### src/rtl/demux_pkg.sv
// -----------------------------------------------------------------------------
// demux_pkg
// Shared defaults and helpers for the parameterised demultiplexer.
//   DEF_DATA_W / DEF_N_CH / DEF_CNT_W : default word width, channel count and
//                                       drop-counter width
//   STALL / DROP                      : DROP_MODE encodings
//   cls_width()                       : width of the channel index (class)
// -----------------------------------------------------------------------------
package demux_pkg;

  localparam int DEF_DATA_W = 12;
  localparam int DEF_N_CH   = 4;
  localparam int DEF_CNT_W  = 8;

  // DROP_MODE encodings: hold the source back, or accept and discard.
  localparam int STALL = 0;
  localparam int DROP  = 1;

  // Width of the class field; never below one bit so ports stay legal.
  function automatic int cls_width(input int n_ch);
    if (n_ch > 1) begin
      return $clog2(n_ch);
    end else begin
      return 1;
    end
  endfunction

endpackage

### src/rtl/demux_chan.sv
// -----------------------------------------------------------------------------
// demux_chan
// One output channel of the demultiplexer: data register, push strobe and a
// saturating drop counter.
//   clk, reset : clock and synchronous active-high reset
//   route_en   : word routed to this channel this cycle (register it, push)
//   drop_en    : word for this channel discarded this cycle (count it)
//   data_in    : word to capture
//   data_out   : last pushed word
//   push       : one-cycle write strobe, the cycle after route_en
//   drop_cnt   : saturating count of discarded words
// -----------------------------------------------------------------------------
module demux_chan
  import demux_pkg::*;
#(
  parameter int DATA_W = DEF_DATA_W,
  parameter int CNT_W  = DEF_CNT_W
) (
  input  logic              clk,
  input  logic              reset,
  input  logic              route_en,
  input  logic              drop_en,
  input  logic [DATA_W-1:0] data_in,
  output logic [DATA_W-1:0] data_out,
  output logic              push,
  output logic [CNT_W-1:0]  drop_cnt
);

  logic [DATA_W-1:0] data_q, data_d;
  logic              push_q, push_d;
  logic [CNT_W-1:0]  cnt_q,  cnt_d;

  // Next-state: capture routed word, strobe push, saturating drop count.
  always_comb begin
    data_d = data_q;
    push_d = 1'b0;
    cnt_d  = cnt_q;
    if (route_en) begin
      data_d = data_in;
      push_d = 1'b1;
    end else begin
      data_d = data_q;
      push_d = 1'b0;
    end
    if (drop_en && (cnt_q != {CNT_W{1'b1}})) begin
      cnt_d = cnt_q + CNT_W'(1);
    end else begin
      cnt_d = cnt_q;
    end
  end

  // Channel state registers with synchronous reset.
  always_ff @(posedge clk) begin
    if (reset) begin
      data_q <= '0;
      push_q <= 1'b0;
      cnt_q  <= '0;
    end else begin
      data_q <= data_d;
      push_q <= push_d;
      cnt_q  <= cnt_d;
    end
  end

  assign data_out = data_q;
  // A reset raised during the push cycle kills the strobe at once, so a
  // word accepted just before reset is never seen downstream.
  assign push     = push_q & ~reset;
  assign drop_cnt = cnt_q;

endmodule

### src/rtl/demux_param.sv
// -----------------------------------------------------------------------------
// demux_param
// Routes one word per cycle to one of N_CH channels selected by class_in.
// A full destination either stalls the source (DROP_MODE=STALL) or makes the
// word be discarded and counted (DROP_MODE=DROP).
//   clk, reset : clock and synchronous active-high reset
//   data_in    : word to route
//   valid_in   : data_in / class_in valid
//   class_in   : destination channel index (the word's class)
//   ready_out  : word accepted this cycle when valid_in is also high
//   full_in    : per-channel downstream full flags
//   data_out   : packed per-channel data, slice k = channel k
//   push       : per-channel write strobe, one cycle after acceptance
//   drop_cnt   : packed per-channel saturating drop counters
// -----------------------------------------------------------------------------
module demux_param
  import demux_pkg::*;
#(
  parameter  int DATA_W    = DEF_DATA_W,
  parameter  int N_CH      = DEF_N_CH,
  parameter  int CNT_W     = DEF_CNT_W,
  parameter  int DROP_MODE = STALL,
  localparam int CLS_W     = cls_width(N_CH)
) (
  input  logic                   clk,
  input  logic                   reset,
  input  logic [DATA_W-1:0]      data_in,
  input  logic                   valid_in,
  input  logic [CLS_W-1:0]       class_in,
  output logic                   ready_out,
  input  logic [N_CH-1:0]        full_in,
  output logic [N_CH*DATA_W-1:0] data_out,
  output logic [N_CH-1:0]        push,
  output logic [N_CH*CNT_W-1:0]  drop_cnt
);

  logic [N_CH-1:0] sel_s;
  logic            full_sel_s;
  logic            accept_s;
  logic [N_CH-1:0] route_s;
  logic [N_CH-1:0] drop_s;

  // Class decode, ready generation and per-channel route/drop enables.
  always_comb begin
    sel_s             = '0;
    sel_s[class_in]   = 1'b1;
    full_sel_s        = full_in[class_in];
    if (reset) begin
      ready_out = 1'b0;
    end else if (DROP_MODE == DROP) begin
      ready_out = 1'b1;
    end else begin
      ready_out = ~full_sel_s;
    end
    accept_s = valid_in & ready_out;
    // full_in is only looked at here, on the accept cycle.
    if (accept_s) begin
      route_s = sel_s & ~full_in;
      drop_s  = sel_s & full_in;
    end else begin
      route_s = '0;
      drop_s  = '0;
    end
  end

  for (genvar k = 0; k < N_CH; k++) begin : g_chan
    demux_chan #(
      .DATA_W (DATA_W),
      .CNT_W  (CNT_W)
    ) u_chan (
      .clk      (clk),
      .reset    (reset),
      .route_en (route_s[k]),
      .drop_en  (drop_s[k]),
      .data_in  (data_in),
      .data_out (data_out[k*DATA_W +: DATA_W]),
      .push     (push[k]),
      .drop_cnt (drop_cnt[k*CNT_W +: CNT_W])
    );
  end

endmodule

### config.mk
export PLATFORM = sky130hd
export DESIGN_NAME = demux_param
export DESIGN_NICKNAME = d
export VERILOG_FILES = /design/src/rtl/demux_pkg.sv /design/src/rtl/demux_chan.sv /design/src/rtl/demux_param.sv
export SDC_FILE = /design/constraint.sdc
export NUM_CORES = 1
export LEC_CHECK = 0
export CORE_UTILIZATION = 30
export CTS_CLUSTER_SIZE = 12
export DETAILED_ROUTE_END_ITERATION = 8
export SLEW_MARGIN = 20
export SYNTH_ARGS = -nofsm -noshare
export SYNTH_HDL_FRONTEND = slang
export SYNTH_SLANG_ARGS = --single-unit
### constraint.sdc
create_clock -name clk -period 1.4 [get_ports clk]
set_input_delay 0.28 -clock clk [delete_from_list [all_inputs] [get_ports clk]]
set_output_delay 0.28 -clock clk [all_outputs]
set_load 0.03 [all_outputs]
==> images/final_placement.png <==
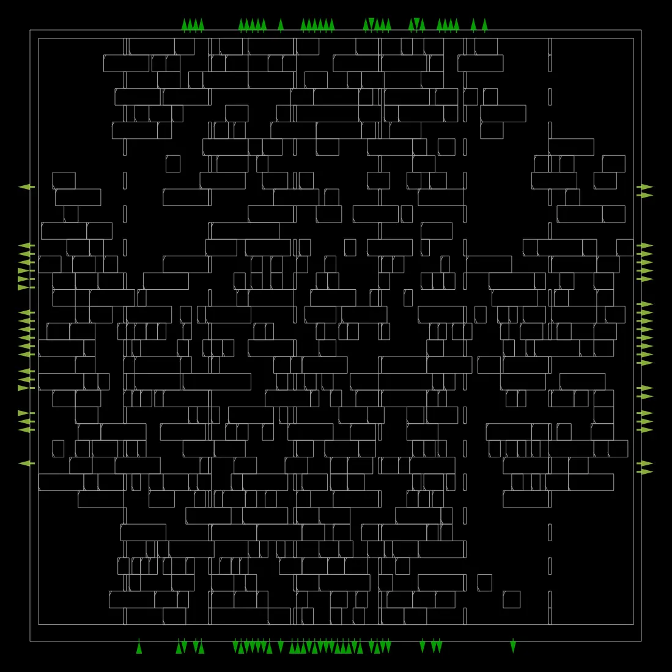
layout sequential cell count: 84
Site Rows: 35

==> images/pins.png <==
Bar = 20 um. Pins as bars across the die edge, other pins in gray.
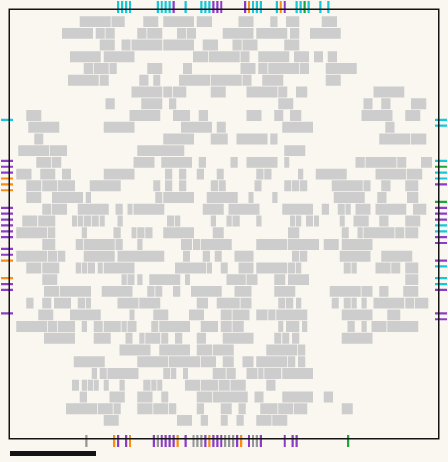
| color | port | pins | direction | edge |
|---|---|---|---|---|
| orange | data_in | 12 | input | 5 bottom, 5 left, 2 top |
| purple | data_out | 48 | output | 18 bottom, 14 left, 10 right, 6 top |
| cyan | drop_cnt | 32 | output | 21 top, 10 right, 1 left |
| green | push | 4 | output | 2 right, 1 bottom, 1 top |
PortBufs: 105
die width: 99.3 um
die height: 99.3 um

==> images/drive_strength.png <==
Bar = 20 um.
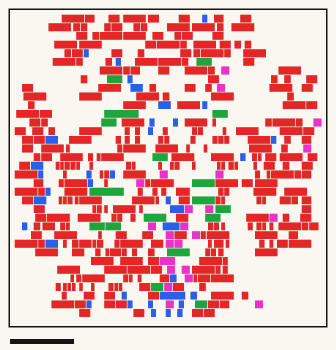
| color | size | cells | share | most used |
|---|---|---|---|---|
| red | drive 1 or less | 330 | 81% | dfxtp_1 |
| blue | drive 2 | 36 | 8.9% | clkbuf_2 |
| green | drive 6 and up | 17 | 4.2% | clkbuf_8 |
| magenta | drive 3 to 4 | 23 | 5.7% | buf_4 |
fin area: 4180 um2
setup ws final: 0.0241 ns

==> images/metal_stack.png <==
Bar = 20 um.
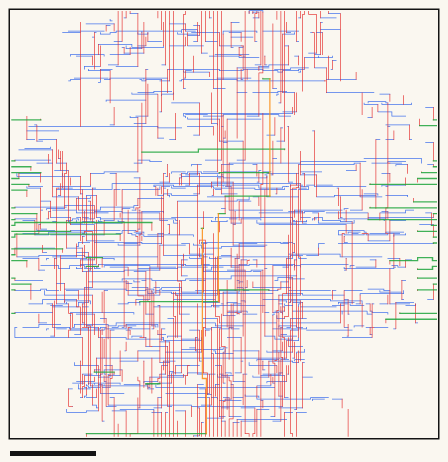
| color | layer | wire length |
|---|---|---|
| blue | met1 | 3,510 um |
| orange | met4 | 96.1 um |
| green | met3 | 381 um |
| red | met2 | 3,410 um |
WL per Instance: 14.3 um
final WL: 7400 um
GRT Total Usage: 0.157
vias: 2,331

==> images/met3.png <==
Bar = 20 um.
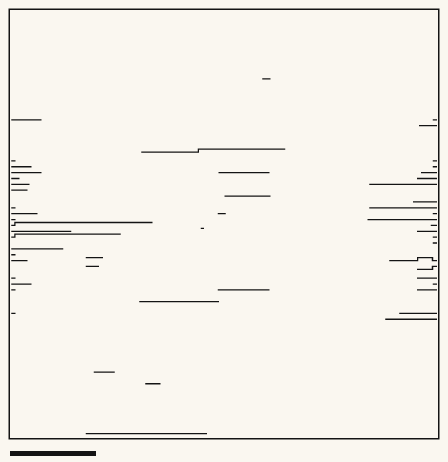
nets with wire on the layer: 49
wire length on this layer: 381 um
main direction: horizontal
share of all routed wire: 5.1%
longest straight run: 31.7 um
routing usage on met3: 0.0450

==> results.sh <==
# source this file to load flow results
export IMPL_grt_met1_usage=0.210
export IMPL_seq_share=0.402
export IMPL_core_um2=9200
export IMPL_largest_reg_flops=48
export IMPL_area_share_clock_buf_inv=0.0494
export IMPL_ys_cells=288
export IMPL_finalSetupTns_ns=0
export IMPL_synth_distinct_cells=23
export IMPL_use_met2=0.243
export IMPL_dp_cells=502
export IMPL_cts_root_buffer="clkbuf_8"
export IMPL_cp_required_ns=1.12
export IMPL_buf_share=0.264
export IMPL_area_leaders="dfxtp_1 (59%), nor2b_1 (11%), a21oi_1 (6.3%), nand2_1 (6.3%), mux2_1 (2.4%)"
export IMPL_comb_cells=181
export IMPL_mux_area_frac=0.0556
export IMPL_taps=111
export IMPL_ir_worst_vdd_mv=0.537
export IMPL_power_frac_comb=0.077
export IMPL_clockBufferDepth=2
export IMPL_ys_async_sr_fraction=0
export IMPL_chip_area_um2=9850
export IMPL_hold_end="g_chan[1].u_chan.push_q"
export IMPL_cts_tree="done"
export IMPL_status="finished, final reports clean"
export IMPL_numCtsBuffers=9
export IMPL_wl_met2_um=3410
export IMPL_gp_congestion=0.780
export IMPL_drc_errors=0
export IMPL_cts_setup_buffers=0
export IMPL_crit_type="in -> out"
export IMPL_via_per_inst=4.51
export IMPL_reg2regPathDepth=2
export IMPL_dpl_hpwl_um=5150
export IMPL_tightest_slew_ns=0.413
export IMPL_grt_overflow_total=0
export IMPL_max_cap_violations=0
export IMPL_cp_top_family="multiplexers"
export IMPL_cts_clk_slew_worst_paths_ns=0.08
export IMPL_synth_simple_area_share=0.228
export IMPL_n_antenna_cell=0
export IMPL_crit_cells=4
export IMPL_cts_sinks=84
export IMPL_rsz0062_at_grt="false"
export IMPL_fp_utilization=0.309
export IMPL_numSynthFlops=84
export IMPL_ioPinCount=106
export IMPL_hold_worst_slack_ns=0.325
export IMPL_final_util=0.455
export IMPL_timing_critical_path_to="ready_out"
export IMPL_path_buffers=2
export IMPL_cp_startpoint="full_in[0]"
export IMPL_top_power_group="registers"
export IMPL_end_kind="output port"
export IMPL_power_total_uw=4630
export IMPL_dpl_cell_area_um2=4110
export IMPL_seq_area_um2=1680
export IMPL_top_cell="dfxtp_1"
export IMPL_ys_chip_area_um2=2840
export IMPL_worstHoldPathCells=3
export IMPL_syn_cell_area_um2=2840
export IMPL_grt_max_degree=32
export IMPL_syn_area_per_cell_um2=9.85
export IMPL_netlist_area_leader_share=0.593
export IMPL_drtAntennaViolNets=0
export IMPL_cpPeakStageDelay_ns=0.46
export IMPL_max_freq_ghz=0.727
export IMPL_cts_hold_buffers=0
export IMPL_setup_viol=0
export IMPL_p_clk_uw=1840
export IMPL_largest_class="registers"
export IMPL_timing_final_crit_share=0.983
export IMPL_n_all_inverters=1
export IMPL_post_place_ws_ns=-0.520
